Figure 1. Routed clock nets over the placement (run 1).
Drawn at 4 px/um.
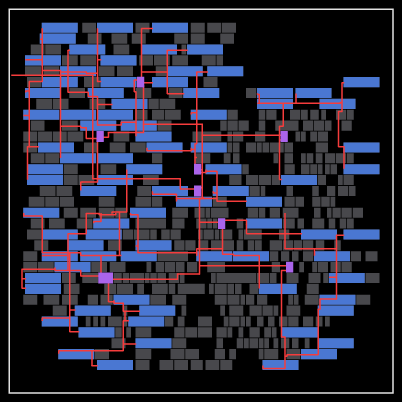
Figure 2. Track usage over the die (run 1).
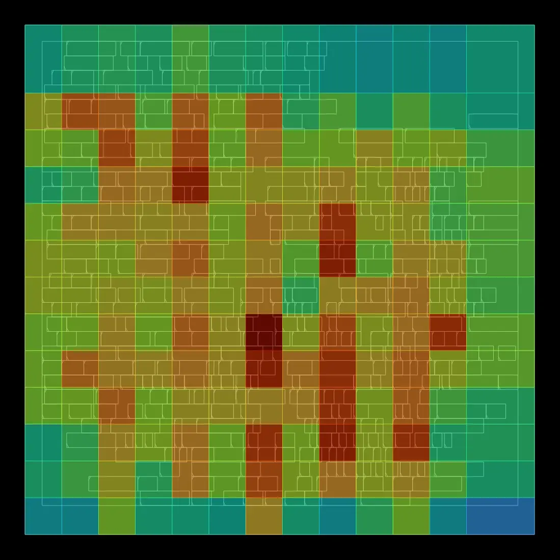
Figure 3. Port wiring (run 1).
Drawn at 3 px/um.
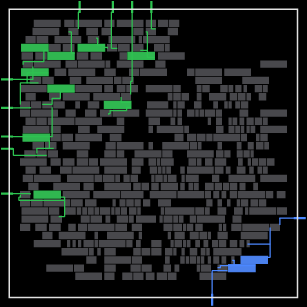
--- src/rtl/uart_cmd_mcu.sv ---
// Byte-stream command sequencer: pops opcode/argument bytes from the UART RX FIFO and
// launches BRAM writes, BRAM-to-UART reads or one perceptron unit, then waits for its completion.
module uart_cmd_mcu #(
   parameter int unsigned ADDR_W     = 9,
   parameter int unsigned ADDR_BYTES = 2,
   parameter int unsigned N_UNITS    = 4,
   parameter int unsigned TIMEOUT    = 1000000
) (
   input  logic                clk,
   input  logic                rst,
   input  logic                uart_data_present,
   input  logic [7:0]          uart_data_in,
   output logic                uart_data_read,
   input  logic                bram_write_complete,
   output logic                write_to_bram,
   output logic [3:0]          bytes_to_write,
   output logic [ADDR_W-1:0]   bram_write_addr,
   input  logic                uart_send_complete,
   output logic                send_over_uart,
   output logic [3:0]          bytes_to_read,
   output logic [ADDR_W-1:0]   bram_read_addr,
   input  logic [N_UNITS-1:0]  perceptron_fire,
   output logic [N_UNITS-1:0]  perceptron_enable,
   output logic                busy,
   output logic                cmd_done,
   output logic                cmd_error,
   output logic [1:0]          error_code,
   output logic [2:0]          state
);

   localparam int unsigned HOLD_W = 8 * ADDR_BYTES;
   localparam int unsigned WD_W   = $clog2(TIMEOUT);
   localparam int unsigned ARGC_W = $clog2(ADDR_BYTES + 2);

   localparam logic [7:0] OP_WRITE = 8'h77;
   localparam logic [7:0] OP_READ  = 8'h72;
   localparam logic [7:0] OP_PERC  = 8'h70;

   localparam logic [1:0] ERR_OPCODE  = 2'd1;
   localparam logic [1:0] ERR_ARG     = 2'd2;
   localparam logic [1:0] ERR_TIMEOUT = 2'd3;

   typedef enum logic [2:0] {
      S_IDLE      = 3'd0,
      S_OP_ACK    = 3'd1,
      S_DECODE    = 3'd2,
      S_ARG_WAIT  = 3'd3,
      S_ARG_ACK   = 3'd4,
      S_ISSUE     = 3'd5,
      S_WAIT_DONE = 3'd6,
      S_ERROR     = 3'd7
   } state_e;

   typedef enum logic [1:0] {
      CMD_W = 2'd0,
      CMD_R = 2'd1,
      CMD_P = 2'd2
   } cmd_e;

   state_e               state_q;
   cmd_e                 cmd_q;
   logic [7:0]           byte_q;
   logic [HOLD_W-1:0]    addr_hold_q;
   logic [ARGC_W-1:0]    argc_q;
   logic [WD_W-1:0]      wd_q;
   logic [N_UNITS-1:0]   sel_q;

   logic                 match;
   logic                 arg_ok;
   logic                 wd_expired;
   logic                 last_arg;

   assign busy  = (state_q != S_IDLE);
   assign state = state_q;

   // Only the completion belonging to the command in flight counts.
   always_comb begin
      match = 1'b0;
      case (cmd_q)
         CMD_W:   match = bram_write_complete;
         CMD_R:   match = uart_send_complete;
         default: match = |(perceptron_fire & sel_q);
      endcase
   end

   // The last latched argument is the length byte (w/r) or the unit index (p).
   always_comb begin
      arg_ok = 1'b0;
      if (cmd_q == CMD_P) arg_ok = (32'(byte_q) < N_UNITS);
      else                arg_ok = (byte_q[3:0] != 4'd0);
   end

   assign wd_expired = (wd_q == WD_W'(TIMEOUT - 1));
   assign last_arg   = (argc_q == ARGC_W'(1));

   always_ff @(posedge clk or posedge rst) begin
      if (rst) begin
         state_q           <= S_IDLE;
         cmd_q             <= CMD_W;
         byte_q            <= '0;
         addr_hold_q       <= '0;
         argc_q            <= '0;
         wd_q              <= '0;
         sel_q             <= '0;
         uart_data_read    <= 1'b0;
         write_to_bram     <= 1'b0;
         bytes_to_write    <= '0;
         bram_write_addr   <= '0;
         send_over_uart    <= 1'b0;
         bytes_to_read     <= '0;
         bram_read_addr    <= '0;
         perceptron_enable <= '0;
         cmd_done          <= 1'b0;
         cmd_error         <= 1'b0;
         error_code        <= '0;
      end else begin
         uart_data_read    <= 1'b0;
         write_to_bram     <= 1'b0;
         send_over_uart    <= 1'b0;
         perceptron_enable <= '0;
         cmd_done          <= 1'b0;
         cmd_error         <= 1'b0;

         case (state_q)
            S_IDLE: begin
               if (uart_data_present) begin
                  byte_q         <= uart_data_in;
                  uart_data_read <= 1'b1;
                  state_q        <= S_OP_ACK;
               end
            end

            S_OP_ACK: state_q <= S_DECODE;

            S_DECODE: begin
               wd_q <= '0;
               case (byte_q)
                  OP_WRITE: begin
                     cmd_q      <= CMD_W;
                     argc_q     <= ARGC_W'(ADDR_BYTES + 1);
                     error_code <= '0;
                     state_q    <= S_ARG_WAIT;
                  end
                  OP_READ: begin
                     cmd_q      <= CMD_R;
                     argc_q     <= ARGC_W'(ADDR_BYTES + 1);
                     error_code <= '0;
                     state_q    <= S_ARG_WAIT;
                  end
                  OP_PERC: begin
                     cmd_q      <= CMD_P;
                     argc_q     <= ARGC_W'(1);
                     error_code <= '0;
                     state_q    <= S_ARG_WAIT;
                  end
                  default: begin
                     error_code <= ERR_OPCODE;
                     cmd_error  <= 1'b1;
                     state_q    <= S_ERROR;
                  end
               endcase
            end

            // Address bytes arrive MSB first; anything above HOLD_W falls off the top.
            S_ARG_WAIT: begin
               if (uart_data_present) begin
                  byte_q         <= uart_data_in;
                  uart_data_read <= 1'b1;
                  if (cmd_q != CMD_P && !last_arg)
                     addr_hold_q <= HOLD_W'({addr_hold_q, uart_data_in});
                  state_q        <= S_ARG_ACK;
               end else if (wd_expired) begin
                  error_code <= ERR_TIMEOUT;
                  cmd_error  <= 1'b1;
                  state_q    <= S_ERROR;
               end else begin
                  wd_q <= wd_q + WD_W'(1);
               end
            end

            S_ARG_ACK: begin
               if (!last_arg) begin
                  argc_q  <= argc_q - ARGC_W'(1);
                  wd_q    <= '0;
                  state_q <= S_ARG_WAIT;
               end else if (!arg_ok) begin
                  error_code <= ERR_ARG;
                  cmd_error  <= 1'b1;
                  state_q    <= S_ERROR;
               end else begin
                  case (cmd_q)
                     CMD_W: begin
                        bram_write_addr <= ADDR_W'(addr_hold_q);
                        bytes_to_write  <= byte_q[3:0];
                        write_to_bram   <= 1'b1;
                     end
                     CMD_R: begin
                        bram_read_addr <= ADDR_W'(addr_hold_q);
                        bytes_to_read  <= byte_q[3:0];
                        send_over_uart <= 1'b1;
                     end
                     default: begin
                        sel_q             <= N_UNITS'(1) << byte_q;
                        perceptron_enable <= N_UNITS'(1) << byte_q;
                     end
                  endcase
                  state_q <= S_ISSUE;
               end
            end

            // A completion that races the start pulse is still honoured here.
            S_ISSUE: begin
               if (match) begin
                  cmd_done <= 1'b1;
                  state_q  <= S_IDLE;
               end else begin
                  wd_q    <= '0;
                  state_q <= S_WAIT_DONE;
               end
            end

            S_WAIT_DONE: begin
               if (match) begin
                  cmd_done <= 1'b1;
                  state_q  <= S_IDLE;
               end else if (wd_expired) begin
                  error_code <= ERR_TIMEOUT;
                  cmd_error  <= 1'b1;
                  state_q    <= S_ERROR;
               end else begin
                  wd_q <= wd_q + WD_W'(1);
               end
            end

            S_ERROR: state_q <= S_IDLE;

            default: state_q <= S_IDLE;
         endcase
      end
   end

endmodule

--- config.mk ---
export PLATFORM = sky130hd
export DESIGN_NAME = uart_cmd_mcu
export DESIGN_NICKNAME = d
export VERILOG_FILES = /design/src/rtl/uart_cmd_mcu.sv
export SDC_FILE = /design/constraint.sdc
export NUM_CORES = 1
export LEC_CHECK = 0
export CAP_MARGIN = 20
export CORE_MARGIN = 3
export CORE_UTILIZATION = 51
export CTS_BUF_LIST = sky130_fd_sc_hd__clkbuf_2
export DETAILED_ROUTE_END_ITERATION = 16
export PLACE_DENSITY = 0.77
export REMOVE_ABC_BUFFERS = 1
export SETUP_SLACK_MARGIN = 0.1
export SLEW_MARGIN = 20
export SYNTH_ARGS = -nofsm -noshare
export SYNTH_HDL_FRONTEND = slang
export SYNTH_SLANG_ARGS = --single-unit
export TNS_END_PERCENT = 20
--- constraint.sdc ---
create_clock -name clk -period 2.5 [get_ports clk]
set_input_delay 0.375 -clock clk [delete_from_list [all_inputs] [get_ports clk]]
set_output_delay 0.375 -clock clk [all_outputs]
set_load 0.05 [all_outputs]
==> results.txt, run 1 <==
The run has ended; figures from its reports follow.

The H-tree level count came out at 3. The tap cell instance count came out at 102. Headroom to the max-slew limit came out at 57.3%.

Setup repair after global routing left no endpoint under its margin. The final layout reports a setup TNS of 0 ns. The final instance area came out at 0.00499 mm2. The maximum net fanout on the critical path is 6. Across the run, the number of max-cap violations was 0. In this run the VDD rail shows a maximum IR drop of 0.806 mV.

The compound-gate portion of the synthesized area is 12.9%. After clock tree synthesis, the clock-pin slew on the worst setup and hold paths is 0.29 ns. The per-cell via count in the routed design is 5.80. By count the netlist is led by dfrtp_1, mux2_2, a21oi_1.

The HPWL reported at the end of detailed placement is 6.51 mm. The x dimension of the die is 95.6 um. The sequential-cell power consumption came out at 0.00206 W. Endpoints failing hold in the final report were tallied at 0. Ranked by total cell area, the synthesized netlist is headed by dfrtp_1, mux2_2, a21oi_1, o31ai_1, or4_1. In the final run the clock tree shows a worst skew of 0.0290 ns. The xor and xnor fraction of the mapped netlist area came out at 0.428%. The final-stage net count came out at 449. The multi-input gate area in the final layout is 0.00181 mm2.

The count of plain and timing-repair buffers is 77. In the Yosys report the total cell count is 360. The layout overhead on the synthesized area came out at 21.9%.

In the finished design the tool counted flip-flops and latches totalling 85. The number of logged tool warnings is 25. The yosys-reported design area after synthesis came out at 0.00409 mm2. dfrtp_1 takes more of the synthesized area than any other cell. TritonCTS built the clock tree. The via count of the first global-routing pass is 3161. The longest clock path from root to sink contains 2 buffers.

In the layout the commonest cells are dfrtp_1, clkdlybuf4s50_1, mux2_2, a21oi_1, nand2_1. The first-pass GRT wire length is 15.6 mm. The maximum clock rate is 444 MHz. The floorplan utilization is 52.7%.

The quantity of gates resized following cts is 6. The standard-cell row count is 32. In the final layout, the share of cells above drive strength 1 is 23.7%. The final core area utilization came out at 64.2%. The number of nets with antenna violations after detailed routing is 0.

The endpoint required time on the critical path is 3.00 ns. The total count of max-transition violations in the final report is 0. The number of library cell types mapped by synthesis is 60. The chip occupies 0.00913 mm2. In the hold timing report, the worst path depth is 2. The share of the yosys chip area belonging to registers came out at 52.0%. The delay contributed by the slowest stage of the critical path came out at 0.59 ns. In the power breakdown, the biggest contributor is combinational logic.

The number of placed instances, taps included is 520. STA classifies the critical path startpoint as a register. Per the timing report, the most critical flop-to-flop path originates at byte_q[4]$_DFFE_PP0P_.

The script computed the net switching share of total power as 46.0%. The total congestion overflow after global routing came out at 0. In this run the critical path is formed by or4_1, or2_0, o21ai_1, nor3b_4, mux2_2. The critical path is of the register to register type. The number of non-clock inverters in the layout came out at 16. The critical path's slowest stage uses the library cell or4_1. Entering global routing, the biggest net connects 40 pins. STA classifies the critical path endpoint as a register. The total number of vias is 3116. The final clock period utilization by the worst path is 90.1%.

In the routed design, unresolved DRC markers number 0. After synthesis, the largest family of logic cells by area is simple AND/OR/NAND/NOR gates. The number of enable flip-flop cells came out at 0. The placement stage leaves a total instance area of 0.00485 mm2.

The standard cell core area came out at 0.00777 mm2. The data arrival time of the critical path is 2.75 ns. The tightest min-delay check is of the primary input to register type. The detailed route wirelength on metal3 is 538 um. The post-synthesis cell area came out at 0.00409 mm2. The run finished with clean final reports. The capture point of the worst path is sel_q[2]$_DFFE_PP0P_. The post-layout minimum cycle time is 2.25 ns.

The cell family contributing the most delay on the critical path is simple AND/OR/NAND/NOR gates. The startpoint of the worst hold path is uart_data_in[2]. The clock buffer instance count of the final layout came out at 9. The switching power summed over all nets is 0.00249 W. The post-cts hold buffer count is 1.

The diode insertion count for antenna repair came out at 0. The smallest setup slack after layout is 0.248 ns. Buffers outside the clock tree occupy 14.6% of the routed design's cell area. The depth of the worst register-to-register path is 5. The buffer and inverter count on the worst path came out at 0.

The library cell used most frequently in the layout, excluding fill and tap cells, is dfrtp_1. After layout the clock buffers and inverters come to 2.58% of cell area. The filler cell count in the final layout came out at 620.

The reg-to-reg setup timing slack came out at 0.25 ns.
Notes on Figure 1 above:
Key: clock wires = red [length 1030 um]; flip-flops = blue [count 85]; cells driving clock nets = purple [count 9]
Position of the flops: spread over the die.
power dissipated in the clock network: 0.000755 W
insertion delay of the later-clocked pin in the worst-skew pair: 0.56 ns
Clock power frac: 14.0%

Notes on Figure 2 above:
global-route met1 utilization: 28.6%
met3 usage: 6.87%
global-route track usage on met2: 36.3%

Notes on Figure 3 above:
Key: `bram_read_addr` = green [bits 9, direction output, edge 5 left, 4 top, end cells 9, buffers 9, wire 250 um]; `error_code` = blue [bits 2, direction output, edge 1 bottom, 1 right, end cells 2, buffers 2, wire 54.5 um]
ports placed on the boundary: 58
port buffer count: 57

==> inputs of run 2 (changes only) <==
CTS_BUF_LIST = sky130_fd_sc_hd__clkbuf_8   (was sky130_fd_sc_hd__clkbuf_2)
==> results.txt, run 2 <==
The run has ended; figures from its reports follow.

Looking at the group totals, the largest power group turns out to be combinational logic. The flow ran to the end, and the final reports show no timing, DRC or antenna violations. STA lists the startpoint of the worst register-to-register path as byte_q[4]$_DFFE_PP0P_. Ranked by instance count, the synthesized netlist is headed by dfrtp_1, mux2_2, a21oi_1.

The smallest setup slack after layout is 0.237 ns (-0.0109 ns). The share of the yosys chip area belonging to registers came out at 52.0% (unchanged). The post-cts hold buffer count is 0 (-1). The buffer and inverter count on the worst path came out at 0 (unchanged). The detailed route wirelength on metal3 is 480 um (-11%).

The depth of the worst register-to-register path came out at 5 (unchanged). The clock-cell share of area came out at 4.10% (+1.5 points). The switching power summed over all nets came out at 0.00252 W (+1.1%).

The x dimension of the die is 95.6 um (unchanged). The quantity of gates resized following cts came out at 2 (-4). The met2 track demand over resource in global routing is 36.2% (-0.12 points). The post-synthesis cell area is 0.00409 mm2 (unchanged). The via count of the first global-routing pass is 3188 (+0.85%). The number of input and output port buffers inserted came out at 57 (unchanged). The reg-to-reg setup timing slack is 0.24 ns (about the same).

The yosys-reported design area after synthesis came to 0.00409 mm2 (unchanged). The maximum net fanout on the critical path is 6 (unchanged). The clock input transition at the sequential cells of the worst setup and hold paths is 0.10 ns (-0.19 ns). The clock group power was 0.00100 W (+32%). The signal on the critical path passes through or4_1, or2_0, o21ai_1, nor3b_4, mux2_2. The layout overhead on the synthesized area is 23.8%. Setup repair after global routing left no endpoint under its margin. The count of plain and timing-repair buffers is 76 (-1.3%). The xor and xnor fraction of the mapped netlist area is 0.428% (unchanged). STA classifies the critical path startpoint as a register. The fraction of final layout cells with drive strength greater than 1 came to 23.3% (-0.41 points). The data arrival time of the critical path came out at 2.52 ns (-0.23 ns). The delay contributed by the slowest stage of the critical path was 0.59 ns (about the same).

The most common logic cells in the final layout are dfrtp_1, clkdlybuf4s50_1, mux2_2, a21oi_1, nand2_1. The largest vdd supply drop came to 0.840 mV (+4.2%). The HPWL reported at the end of detailed placement is 6.51 mm (unchanged). The clock latency on the worst-skew pair is 0.36 ns (-0.20 ns). The compound-gate portion of the synthesized area is 12.9% (unchanged).

The setup TNS after final layout is 0 ns (unchanged). The total count of max-transition violations in the final report is 0 (unchanged). The endpoint required time on the critical path is 2.76 ns (-0.24 ns). STA classifies the critical path endpoint as a register.

The number of placed I/O pins came out at 58 (unchanged). The biggest area contributor in the post-synthesis netlist is dfrtp_1. The diode insertion count for antenna repair is 0 (unchanged). The standard-cell row count is 32 (unchanged).

The non-clock buffer contribution to total cell area is 14.4% (-0.22 points). The maximum clock rate is 442 MHz (-0.48%). The overall chip area is 0.00913 mm2 (unchanged). The total congestion overflow after global routing came out at 0 (unchanged). The clock share of power came out at 17.6% (+3.6 points).

The final-stage net count came out at 448 (-0.22%). The largest net degree at the start of global routing is 40 (unchanged). The final core area utilization is 65.2% (+1.0 points).

The met1 track demand over resource in global routing came out at 28.8% (+0.15 points). The relative max-transition margin is 55.9% (-1.4 points). The final clock period utilization by the worst path is 90.5% (+0.43 points). The final instance area came out at 0.00506 mm2 (+1.6%).
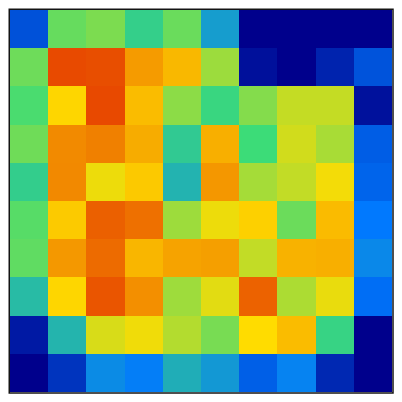
Figure 4: run 2, cell area per tile.
Drawn at 4 px/um. The die is cut into 10 by 10 equal tiles; dark blue is low, red is high, 0 to 100% covered.
31% of the tiles are over 75% full. The fullest tile reaches 92%. The mean over all tiles is 54%. 8.0% of the tiles are nearly empty. The emptiest ninth of the die: top right.
core utilization at floorplan: 52.7%
placeable core region: 0.00777 mm2

No activity file was given, so power comes from the tool's default toggle rates.
